`src/rtl/bottleneck_seq.sv`:
```
// -----------------------------------------------------------------------------
// bottleneck_seq
//
// Splits 32- and 64-bit CPU bus transfers into aligned 16-bit beats for the
// downstream 64-to-16-bit bus bottleneck, and reassembles read data into a
// single right-justified result. 8- and 16-bit transfers pass straight through
// with no added latency. Transfers are little-endian: beat 0 targets the lowest
// address and carries the least-significant halfword.
//
// Ports
//   clk_i, reset_ni          clock (rising edge) and async active-low reset
//   m_adr_i / m_cyc_i / m_stb_i / m_we_i / m_signed_i / m_siz_i / m_dat_i
//                            CPU-side request (siz: 00=8, 01=16, 10=32, 11=64)
//   m_ack_o / m_dat_o / m_err_align_o
//                            CPU-side completion, read data, misalignment flag
//   d_adr_o / d_cyc_o / d_stb_o / d_we_o / d_signed_o / d_siz_o / d_dat_o
//                            request towards the bottleneck's master port
//   d_ack_i / d_dat_i / d_err_align_i
//                            completion from the bottleneck
//
// While reset_ni is low every output is held at 0 regardless of inputs.
// -----------------------------------------------------------------------------
module bottleneck_seq (
  input  logic        clk_i,
  input  logic        reset_ni,

  input  logic [63:0] m_adr_i,
  input  logic        m_cyc_i,
  input  logic        m_stb_i,
  input  logic        m_we_i,
  input  logic        m_signed_i,
  input  logic [1:0]  m_siz_i,
  input  logic [63:0] m_dat_i,
  output logic        m_ack_o,
  output logic [63:0] m_dat_o,
  output logic        m_err_align_o,

  output logic [63:0] d_adr_o,
  output logic        d_cyc_o,
  output logic        d_stb_o,
  output logic        d_we_o,
  output logic        d_signed_o,
  output logic [1:0]  d_siz_o,
  output logic [63:0] d_dat_o,
  input  logic        d_ack_i,
  input  logic [63:0] d_dat_i,
  input  logic        d_err_align_i
);

  typedef enum logic [1:0] {
    ST_IDLE = 2'd0,
    ST_BEAT = 2'd1,
    ST_DONE = 2'd2
  } state_t;

  state_t      state_reg, state_next;
  logic [1:0]  k_reg, k_next;

  // Read reassembly buffer, one halfword per beat.
  logic [3:0]  buf_load;
  logic [63:0] buf_flat;

  logic        req;
  logic        wide;
  logic        misaligned;
  logic        last_beat;

  // Unmasked output values; the reset mask is applied at the ports.
  logic        m_ack_comb;
  logic [63:0] m_dat_comb;
  logic        m_err_comb;
  logic [63:0] d_adr_comb;
  logic        d_cyc_comb;
  logic        d_stb_comb;
  logic        d_we_comb;
  logic        d_signed_comb;
  logic [1:0]  d_siz_comb;
  logic [63:0] d_dat_comb;

  assign req  = m_cyc_i & m_stb_i;
  assign wide = m_siz_i[1];

  // 64-bit needs 8-byte alignment, 32-bit needs 4-byte alignment.
  assign misaligned = m_siz_i[0] ? (m_adr_i[2:0] != 3'd0)
                                 : (m_adr_i[1:0] != 2'd0);

  // Final beat index is N-1: 1 for 32-bit, 3 for 64-bit.
  assign last_beat = (k_reg == {m_siz_i[0], 1'b1});

  // ---------------------------------------------------------------------------
  // State and beat counter
  // ---------------------------------------------------------------------------
  always_ff @(posedge clk_i or negedge reset_ni) begin
    if (!reset_ni) begin
      state_reg <= ST_IDLE;
      k_reg     <= 2'd0;
    end else begin
      state_reg <= state_next;
      k_reg     <= k_next;
    end
  end

  // ---------------------------------------------------------------------------
  // Halfword buffer: each slot captures d_dat_i[15:0] on its own read beat.
  // ---------------------------------------------------------------------------
  generate
    for (genvar gi = 0; gi < 4; gi++) begin : g_buf
      logic [15:0] hw_reg;

      always_ff @(posedge clk_i or negedge reset_ni) begin
        if (!reset_ni) begin
          hw_reg <= 16'd0;
        end else if (buf_load[gi]) begin
          hw_reg <= d_dat_i[15:0];
        end
      end

      assign buf_flat[16*gi +: 16] = hw_reg;
    end
  endgenerate

  // ---------------------------------------------------------------------------
  // Next-state and output logic
  // ---------------------------------------------------------------------------
  always_comb begin
    state_next    = state_reg;
    k_next        = k_reg;
    buf_load      = 4'd0;

    m_ack_comb    = 1'b0;
    m_dat_comb    = 64'd0;
    m_err_comb    = 1'b0;
    d_adr_comb    = 64'd0;
    d_cyc_comb    = 1'b0;
    d_stb_comb    = 1'b0;
    d_we_comb     = 1'b0;
    d_signed_comb = 1'b0;
    d_siz_comb    = 2'b00;
    d_dat_comb    = 64'd0;

    unique case (state_reg)
      ST_IDLE: begin
        k_next = 2'd0;
        if (req && wide) begin
          // Wide request: nothing goes downstream in this cycle.
          if (misaligned) begin
            m_err_comb = 1'b1;
          end else begin
            state_next = ST_BEAT;
          end
        end else begin
          // Narrow (or no) request: transparent wiring in both directions.
          d_adr_comb    = m_adr_i;
          d_cyc_comb    = m_cyc_i;
          d_stb_comb    = m_stb_i;
          d_we_comb     = m_we_i;
          d_signed_comb = m_signed_i;
          d_siz_comb    = m_siz_i;
          d_dat_comb    = m_dat_i;
          m_ack_comb    = d_ack_i;
          m_dat_comb    = d_dat_i;
          m_err_comb    = d_err_align_i;
        end
      end

      ST_BEAT: begin
        d_adr_comb = m_adr_i + {61'd0, k_reg, 1'b0};
        d_siz_comb = 2'b01;
        d_we_comb  = m_we_i;
        d_dat_comb = {48'd0, m_dat_i[{k_reg, 4'b0000} +: 16]};

        if (!m_cyc_i) begin
          // Master abandoned the cycle: drop the bus now, discard progress.
          state_next = ST_IDLE;
          k_next     = 2'd0;
        end else begin
          d_cyc_comb = 1'b1;
          d_stb_comb = m_stb_i;
          // The alignment error input is ignored here: beats are aligned.
          if (d_ack_i) begin
            if (!m_we_i) begin
              buf_load[k_reg] = 1'b1;
            end
            if (last_beat) begin
              state_next = ST_DONE;
            end else begin
              k_next = k_reg + 2'd1;
            end
          end
        end
      end

      ST_DONE: begin
        m_ack_comb = 1'b1;
        state_next = ST_IDLE;
        k_next     = 2'd0;
        if (!m_we_i) begin
          if (m_siz_i[0]) begin
            m_dat_comb = buf_flat;
          end else begin
            m_dat_comb = {{32{m_signed_i & buf_flat[31]}}, buf_flat[31:0]};
          end
        end
      end

      default: begin
        state_next = ST_IDLE;
        k_next     = 2'd0;
      end
    endcase
  end

  // ---------------------------------------------------------------------------
  // Outputs are forced low for as long as reset is held.
  // ---------------------------------------------------------------------------
  assign m_ack_o       = reset_ni & m_ack_comb;
  assign m_dat_o       = reset_ni ? m_dat_comb : 64'd0;
  assign m_err_align_o = reset_ni & m_err_comb;
  assign d_adr_o       = reset_ni ? d_adr_comb : 64'd0;
  assign d_cyc_o       = reset_ni & d_cyc_comb;
  assign d_stb_o       = reset_ni & d_stb_comb;
  assign d_we_o        = reset_ni & d_we_comb;
  assign d_signed_o    = reset_ni & d_signed_comb;
  assign d_siz_o       = reset_ni ? d_siz_comb : 2'b00;
  assign d_dat_o       = reset_ni ? d_dat_comb : 64'd0;

endmodule

```
`config.mk`:
```
export PLATFORM = sky130hd
export DESIGN_NAME = bottleneck_seq
export DESIGN_NICKNAME = d
export VERILOG_FILES = /design/src/rtl/bottleneck_seq.sv
export SDC_FILE = /design/constraint.sdc
export NUM_CORES = 1
export LEC_CHECK = 0
export CORE_AREA = 2 2 158 160
export CTS_CLUSTER_DIAMETER = 50
export DETAILED_ROUTE_END_ITERATION = 16
export DIE_AREA = 0 0 160 162
export PLACE_DENSITY_LB_ADDON = 0.1
export SYNTH_ARGS = -nofsm -noshare
export SYNTH_HDL_FRONTEND = slang
export SYNTH_SLANG_ARGS = --single-unit
```
`constraint.sdc`:
```
create_clock -name clk_i -period 8.1 [get_ports clk_i]
set_clock_uncertainty 0.1 [all_clocks]
set_input_delay 1.62 -clock clk_i [delete_from_list [all_inputs] [get_ports clk_i]]
set_output_delay 1.62 -clock clk_i [all_outputs]
set_load 0.01 [all_outputs]
```
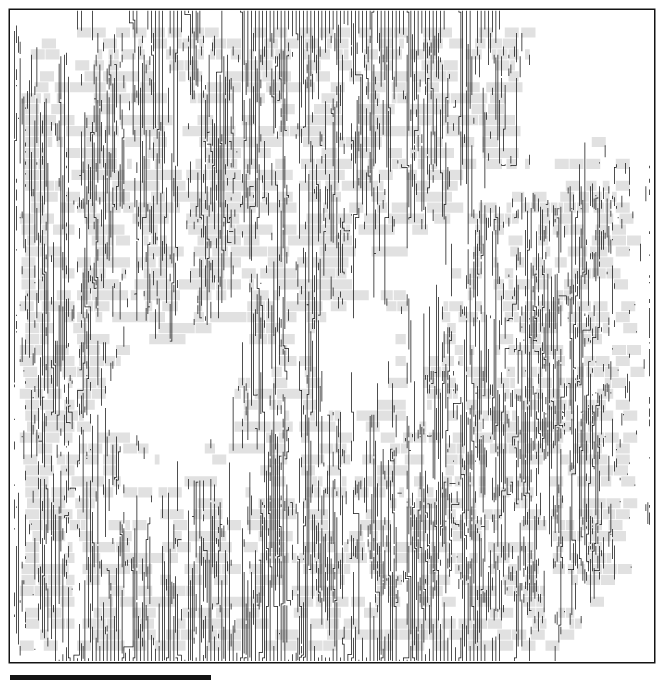
(run_1/layer_met2.png)
The bar under the picture is 50 um long. Cells faint in the background.
main direction: vertical
wire length on this layer: 16500 um
nets with wire on the layer: 1267
longest straight run: 80.6 um
met2 GRT Util: 43.2%
number of vias after detailed routing: 8898
wirelength, routed: 33.2 mm

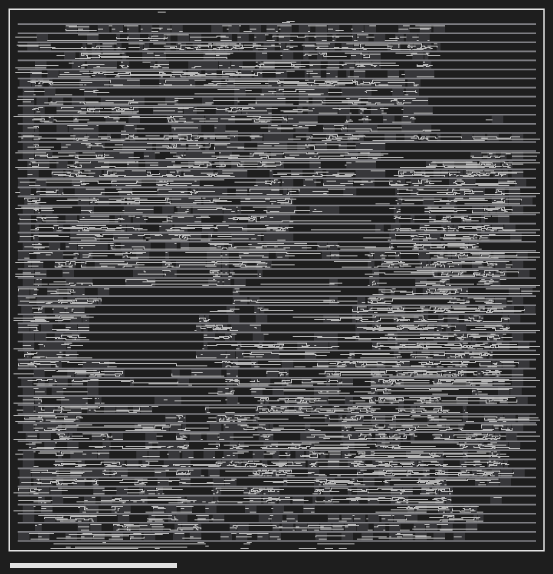
(run_1/layer_met1.png)
The bar under the picture is 50 um long. Supply wires on this layer in grey. Cells faint in the background.
share of all routed wire: 42%
wire length on this layer: 14000 um
met1 routing resource usage after global routing: 31.6%

==> impl_metrics.yaml, run 1 <==
# flow metrics
sta:
  slew_viol_final: 0
  finalHoldViolCount: 0
  grt_setup_unrepaired: "no"
  fraction_of_the_cycle_the_final_worst_path_needs_pct: 80.8
  fin_hold_ws_ns: 0.405
  post-route-worst-setup-slack_ns: 1.55
  clock.fmax_mhz: 153
cells_and_area:
  layout_top_cells_excl_fill_tap: "400 x sky130_fd_sc_hd__clkdlybuf4s50_1, 93 x sky130_fd_sc_hd__nand2_1, 83 x sky130_fd_sc_hd__nor2_1, 69 x sky130_fd_sc_hd__a21oi_1, 68 x sky130_fd_sc_hd__dfrtp_1"
  clock_buffers: 9
  final_layout_top_logic_cell: "sky130_fd_sc_hd__clkdlybuf4s50_1"
  num_antenna_cells: 2
  layout.cells.largest_class: "multi-input combinational cells"
  combined_area_of_the_multi_input_logic_cells_um2: 5120
  final-instance-count-excl-fill: 1605
  largest_register_ffs: 64
  nets: 1483
  fill_cells: 2496
  final_cell_area_um2: 11700
  seq_area_share_pct: 14.5
  n_all_buffers: 417
  inv_count: 18
place:
  dp_hpwl_mm: 25.0
  count_of_buffers_from_port_buffering: 401
  finalWeightedCongestion: 0.892
  dp_cells: 1587
  postPlaceCellArea_um2: 11400
setup_path:
  worst-setup-path-type: "in2out"
  cp_slowest_cell: "sky130_fd_sc_hd__nor4_4"
  cp.required_ns: 6.38
  slowest_delay_ns: 0.54
  cells_along_the_critical_path: "clkdlybuf4s50_1, ha_1, fa_1, nand3_2, nor4_4, nand4_2, or4_1, nand3_1, clkdlybuf4s50_1"
  critical_path_depth: 9
  worst-path-max-fanout: 10
  crit_path_end_kind: "output pin"
  cp_top_family: "simple AND/OR/NAND/NOR gates"
  most_frequent_cp_cell: "sky130_fd_sc_hd__clkdlybuf4s50_1"
synthesis:
  most_used_dff_post_synth: "sky130_fd_sc_hd__dfrtp_1"
  post_synth_ao_oa_area_fraction_pct: 21.8
  yosysWarningCount: 0
  async_flop_share_pct: 100
  synth_stat.cells: 931
  ys_sh_mux_pct: 15.5
  yosys.area_share.simple_pct: 31.8
  mappedNetlistArea_um2: 7190
  edf_count: 0
  synth_top_area_share_pct: 23.7
  synthesized_instance_count: 931
  synth.top_cells.by_count: "93 x sky130_fd_sc_hd__nand2_1, 84 x sky130_fd_sc_hd__nor2_1, 69 x sky130_fd_sc_hd__a21oi_1"
  synthTopLogicFamily: "simple AND/OR/NAND/NOR gates"
  post_synth.cell_area_avg_um2: 7.72
  synth.most_common_cell: "sky130_fd_sc_hd__nand2_1"
  post_synth_num_cell_types: 59
global_route:
  via_count_of_the_first_global_routing_pass: 8844
  largest_net_degree_at_the_start_of_global_routing: 146
  antenna_violations_before_repair: 2
clocking:
  cts.clk_slew.worst_paths_ns: 0.06
  clk_root_buffer_cell: "sky130_fd_sc_hd__clkbuf_16"
  cts_inserted_buffers: 9
  cts_num_sinks: 68
  cts_hold_buffers: 0
route:
  drt.antenna.violating_nets: 0
  met3RoutedLength_mm: 2.18
  maxUsedRoutingLayer: "met4"
  dr.first_iter.drc_count: 653
  detailedRoute.firstPassIterationCount: 5
die:
  die_w_um: 160
  dieHeight_um: 162
  row_count: 57
  floorplan.core_area_um2: 24100
  ioPinCount: 402
hold_path:
  whs_endpoint: "g_buf[2].hw_reg[0]$_DFFE_PN0P_"
  worst_hold_start: "g_buf[2].hw_reg[0]$_DFFE_PN0P_"
  hold-path-cell-count: 1
power_and_ir_drop:
  combPwrFrac_pct: 59.3
  clock_power_share_pct: 19.2
  switching_power_w: 0.000775
  power_report.internal_total_w: 0.00117
  power.group.top: "combinational logic"
  powerClk_w: 0.000373
  cellPowerDensity_nw_per_um2: 166
  power_sequential_w: 0.000418
outcome:
  outcome: "complete, no violations"
run:
  max_cap_viol_count: 0
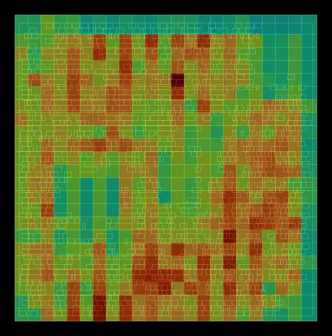
(run_1/congestion.png)
average detailed-routed wire length per instance: 20.7 um
global routing met3 resource utilization: 5.36%
final standard cell utilization of the core: 48.6%
most used routing layer in global routing: met2

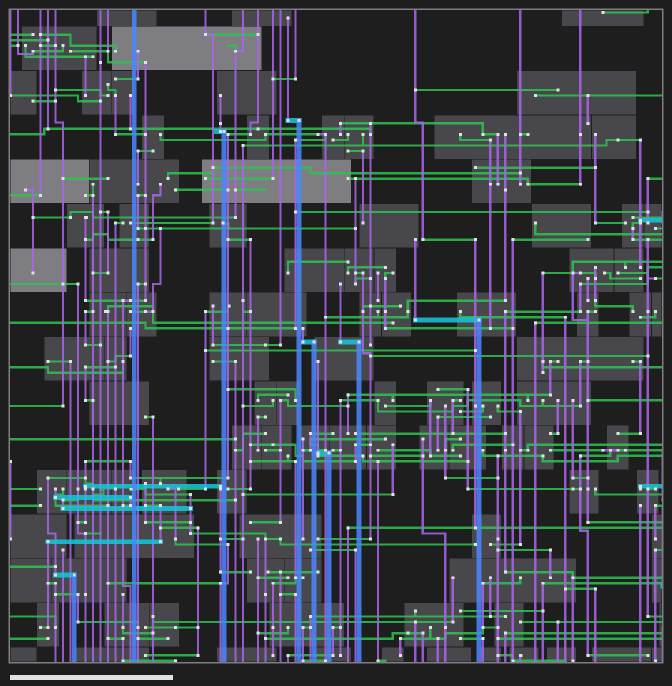
(run_1/detail.png)
The bar under the picture is 10 um long. Region (60, 29) to (100, 69) um. Cells in grey, sequential cells in the stronger grey; small squares are vias.
[green] metal 1
[blue] metal 4
[purple] metal 2
[cyan] metal 3
cells with their middle in the window: 85
most frequent: clkdlybuf4s50_1 (13), nand2_1 (11), nor2_1 (10)
sequential cells in the window: 3
netlist names of flops here include: state_reg (2), k_reg (1)

==> run_1/sizes.png <==
The bar under the picture is 50 um long.
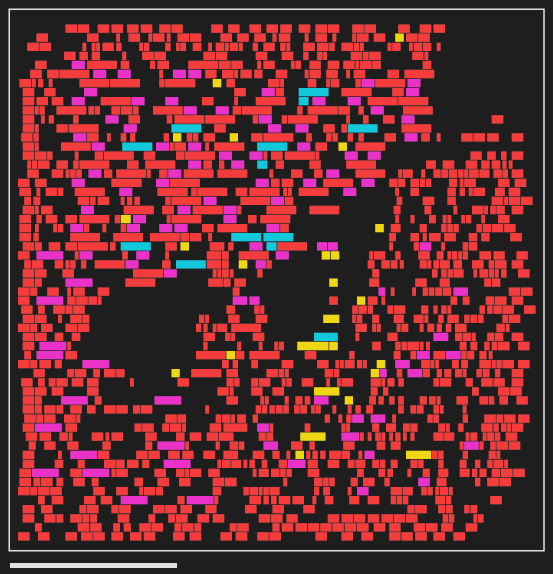

==> run 2: changes to the inputs <==
- CORE_AREA: 2 2 158 160 -> 2 2 154 156
- DIE_AREA: 0 0 160 162 -> 0 0 156 158
- clock period: 8.1 -> 6.6 ns (I/O delays scaled with it)
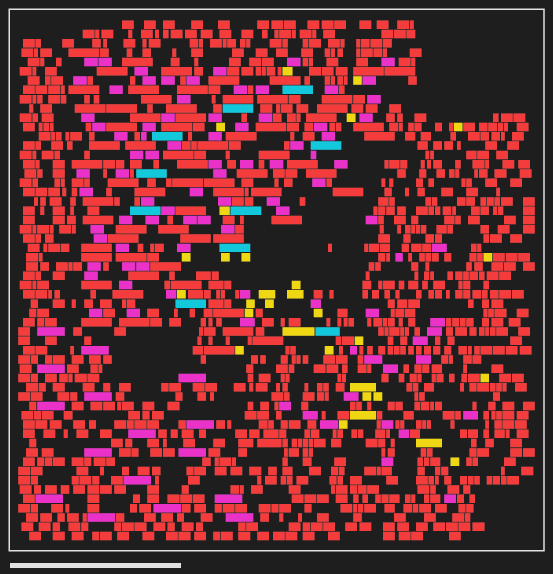
(run_2/sizes.png)
The bar under the picture is 50 um long.
[yellow] _3 and _4 cells | cells: 30 | share: 2.3%
[magenta] _2 cells | cells: 106 | share: 8.3%
[cyan] _6 and larger | cells: 10 | share: 0.78%
[red] _0 and _1 cells | cells: 1136 | share: 89%
non-clock buffer total of the final layout: 421
final instance area: 11700 um^2
layout overhead on the synthesized area: 62.7%

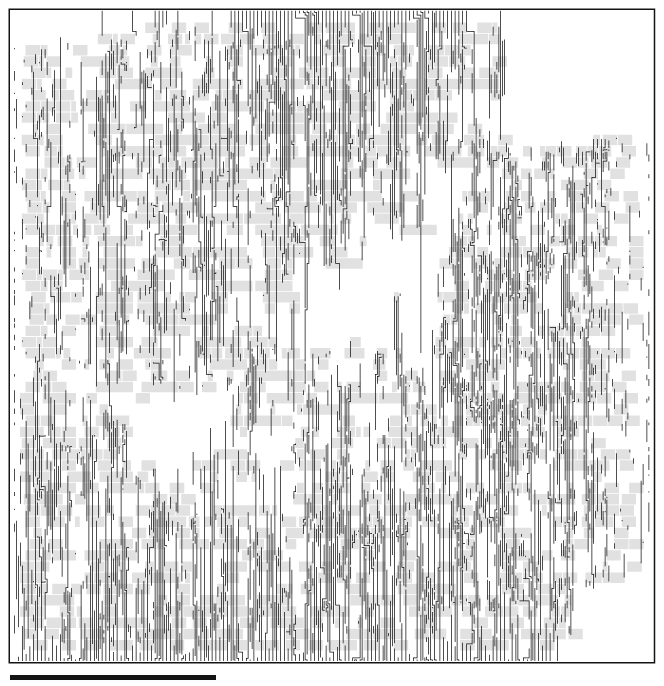
(run_2/layer_met2.png)
The bar under the picture is 50 um long. Cells faint in the background.
longest straight run: 56.8 um
main direction: vertical
wire length on this layer: 15500 um
met2 GRT Util: 44.0%
wirelength, routed: 32.7 mm

==> run 2 against run 1 <==
Via count rose by 0.75%. Routed wire length fell by 1.7%. Hold slack got worse by 0.0052 ns. Cell area fell by 0.23%. Core utilization rose by 2.1 points. Register-to-register slack got worse by 1.4 ns. Synthesized cell count did not move. Sequential share of layout area barely moved. Critical endpoint unchanged. Largest cell class unchanged.
==> impl_metrics.yaml, run 2 <==
# flow metrics
outcome:
  outcome: "complete, no violations"
power_and_ir_drop:
  switching_power_w: 0.000935
  combPwrFrac_pct: 59.8
  power_report.internal_total_w: 0.00143
  powerClk_w: 0.000437
  power.group.top: "combinational logic"
  power_sequential_w: 0.000514
  clock_power_share_pct: 18.5
hold_path:
  hold-path-cell-count: 1
  worst_hold_start: "g_buf[3].hw_reg[14]$_DFFE_PN0P_"
  whs_endpoint: "g_buf[3].hw_reg[14]$_DFFE_PN0P_"
run:
  max_cap_viol_count: 0
cells_and_area:
  fill_cells: 2236
  layout.cells.largest_class: "multi-input combinational cells"
  largest_register_ffs: 64
  seq_area_share_pct: 14.5
  inv_count: 18
  clock_buffers: 9
  layout_top_cells_excl_fill_tap: "400 x sky130_fd_sc_hd__clkdlybuf4s50_1, 93 x sky130_fd_sc_hd__nand2_1, 83 x sky130_fd_sc_hd__nor2_1, 69 x sky130_fd_sc_hd__a21oi_1, 68 x sky130_fd_sc_hd__dfrtp_1"
  combined_area_of_the_multi_input_logic_cells_um2: 5120
  final-instance-count-excl-fill: 1572
  final_layout_top_logic_cell: "sky130_fd_sc_hd__clkdlybuf4s50_1"
setup_path:
  most_frequent_cp_cell: "sky130_fd_sc_hd__clkdlybuf4s50_1"
  slowest_delay_ns: 0.56
  crit_path_end_kind: "output pin"
  cp.required_ns: 5.18
  cells_along_the_critical_path: "clkdlybuf4s50_1, ha_1, fa_1, nand3_2, nor4_4, nand4_2, or4_1, nand3_1, clkdlybuf4s50_1"
  worst-path-max-fanout: 10
  worst-setup-path-type: "in2out"
  cp_top_family: "simple AND/OR/NAND/NOR gates"
  cp_slowest_cell: "sky130_fd_sc_hd__or4_1"
sta:
  fin_hold_ws_ns: 0.400
  finalHoldViolCount: 0
  slew_viol_final: 0
  post-route-worst-setup-slack_ns: 0.614
  fraction_of_the_cycle_the_final_worst_path_needs_pct: 90.7
  clock.fmax_mhz: 167
clocking:
  cts_num_sinks: 68
  cts.clk_slew.worst_paths_ns: 0.06
  cts_hold_buffers: 0
  cts_inserted_buffers: 9
route:
  via_count: 8965
  detailedRoute.firstPassIterationCount: 5
  maxUsedRoutingLayer: "met4"
  met3RoutedLength_mm: 2.56
  drt.antenna.violating_nets: 0
  dr.first_iter.drc_count: 534
synthesis:
  ys_sh_mux_pct: 15.5
  post_synth_num_cell_types: 59
  edf_count: 0
  ys_sh_xor_pct: 0.122
  synth_stat.cells: 931
  post_synth_ao_oa_area_fraction_pct: 21.8
  synthTopLogicFamily: "simple AND/OR/NAND/NOR gates"
  mappedNetlistArea_um2: 7190
  synthesized_instance_count: 931
  post_synth.cell_area_avg_um2: 7.72
  most_used_dff_post_synth: "sky130_fd_sc_hd__dfrtp_1"
  yosys.area_share.simple_pct: 31.8
  async_flop_share_pct: 100
  synth.top_cells.by_count: "93 x sky130_fd_sc_hd__nand2_1, 84 x sky130_fd_sc_hd__nor2_1, 69 x sky130_fd_sc_hd__a21oi_1"
  synth_top_area_share_pct: 23.7
global_route:
  largest_net_degree_at_the_start_of_global_routing: 146
  top_usage_layer: "met2"
  antenna_violations_before_repair: 0
  globalRouteMet1Util_pct: 32.3
die:
  dieHeight_um: 158
  row_count: 56
  floorplan.core_area_um2: 23100
  die_w_um: 156
place:
  count_of_buffers_from_port_buffering: 401
  finalWeightedCongestion: 0.906
==> run 3: changes to the inputs <==
- GPL_ROUTABILITY_DRIVEN: default -> 0
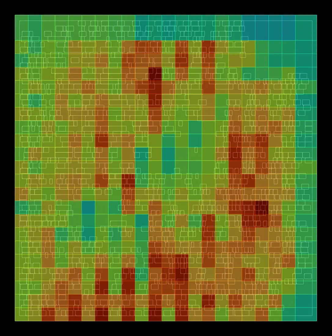
(run_3/congestion.png)
final standard cell utilization of the core: 50.7%
met1 routing resource usage after global routing: 32.3%
global routing met3 resource utilization: 5.89%
average detailed-routed wire length per instance: 20.8 um

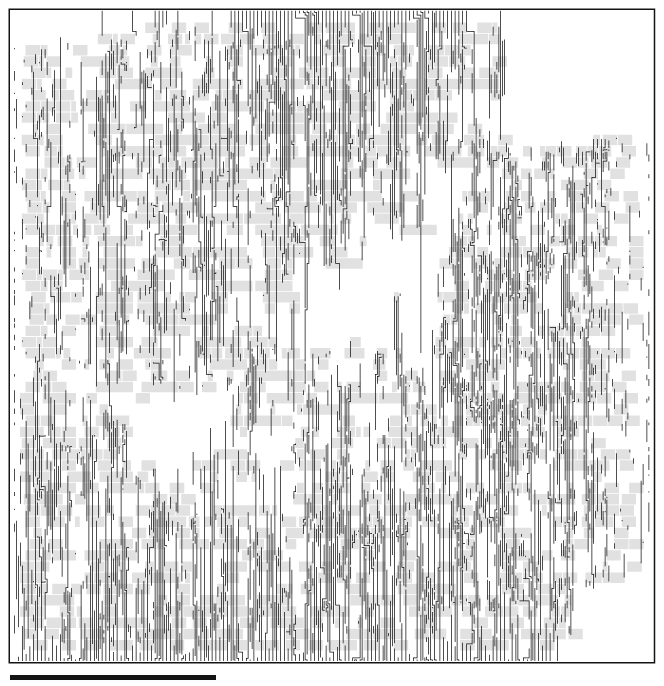
(run_3/layer_met2.png)
The bar under the picture is 50 um long. Cells faint in the background.
longest straight run: 56.8 um
share of all routed wire: 47%
number of vias after detailed routing: 8965

==> run 3 against run 2 <==
Clock power about the same. Area after synthesis unchanged. Critical path depth unchanged. Critical path type unchanged. Setup slack unchanged. Via count unchanged. Critical endpoint unchanged. Largest cell class unchanged.
==> impl_metrics.yaml, run 3 <==
# flow metrics
outcome:
  outcome: "complete, no violations"
power_and_ir_drop:
  power_sequential_w: 0.000514
  combPwrFrac_pct: 59.8
  power_report.internal_total_w: 0.00143
die:
  dieHeight_um: 158
  row_count: 56
  die_w_um: 156
cells_and_area:
  fill_cells: 2236
  n_all_buffers: 421
  largest_register_ffs: 64
  inv_count: 18
  final-instance-count-excl-fill: 1572
synthesis:
  post_synth_ao_oa_area_fraction_pct: 21.8
  post_synth.cell_area_avg_um2: 7.72
  synth_stat.cells: 931
  synthTopLogicFamily: "simple AND/OR/NAND/NOR gates"
  synthesized_instance_count: 931
  async_flop_share_pct: 100
  most_used_dff_post_synth: "sky130_fd_sc_hd__dfrtp_1"
  synth.top_cells.by_count: "93 x sky130_fd_sc_hd__nand2_1, 84 x sky130_fd_sc_hd__nor2_1, 69 x sky130_fd_sc_hd__a21oi_1"
  ys_sh_xor_pct: 0.122
run:
  max_cap_viol_count: 0
sta:
  finalHoldViolCount: 0
  post-route-worst-setup-slack_ns: 0.614
  fin_hold_ws_ns: 0.400
  clock.fmax_mhz: 167
setup_path:
  worst-path-max-fanout: 10
  worst-setup-path-type: "in2out"
  crit_path_end_kind: "output pin"
  cp_slowest_cell: "sky130_fd_sc_hd__or4_1"
clocking:
  cts_hold_buffers: 0
  cts_num_sinks: 68
route:
  detailedRoute.firstPassIterationCount: 5
  drt.antenna.violating_nets: 0
global_route:
  largest_net_degree_at_the_start_of_global_routing: 146
  antenna_violations_before_repair: 0
hold_path:
  whs_endpoint: "g_buf[3].hw_reg[14]$_DFFE_PN0P_"
  worst_hold_start: "g_buf[3].hw_reg[14]$_DFFE_PN0P_"
place:
  count_of_buffers_from_port_buffering: 401
Power figures rest on the tool's default switching activity, not on a simulated workload.
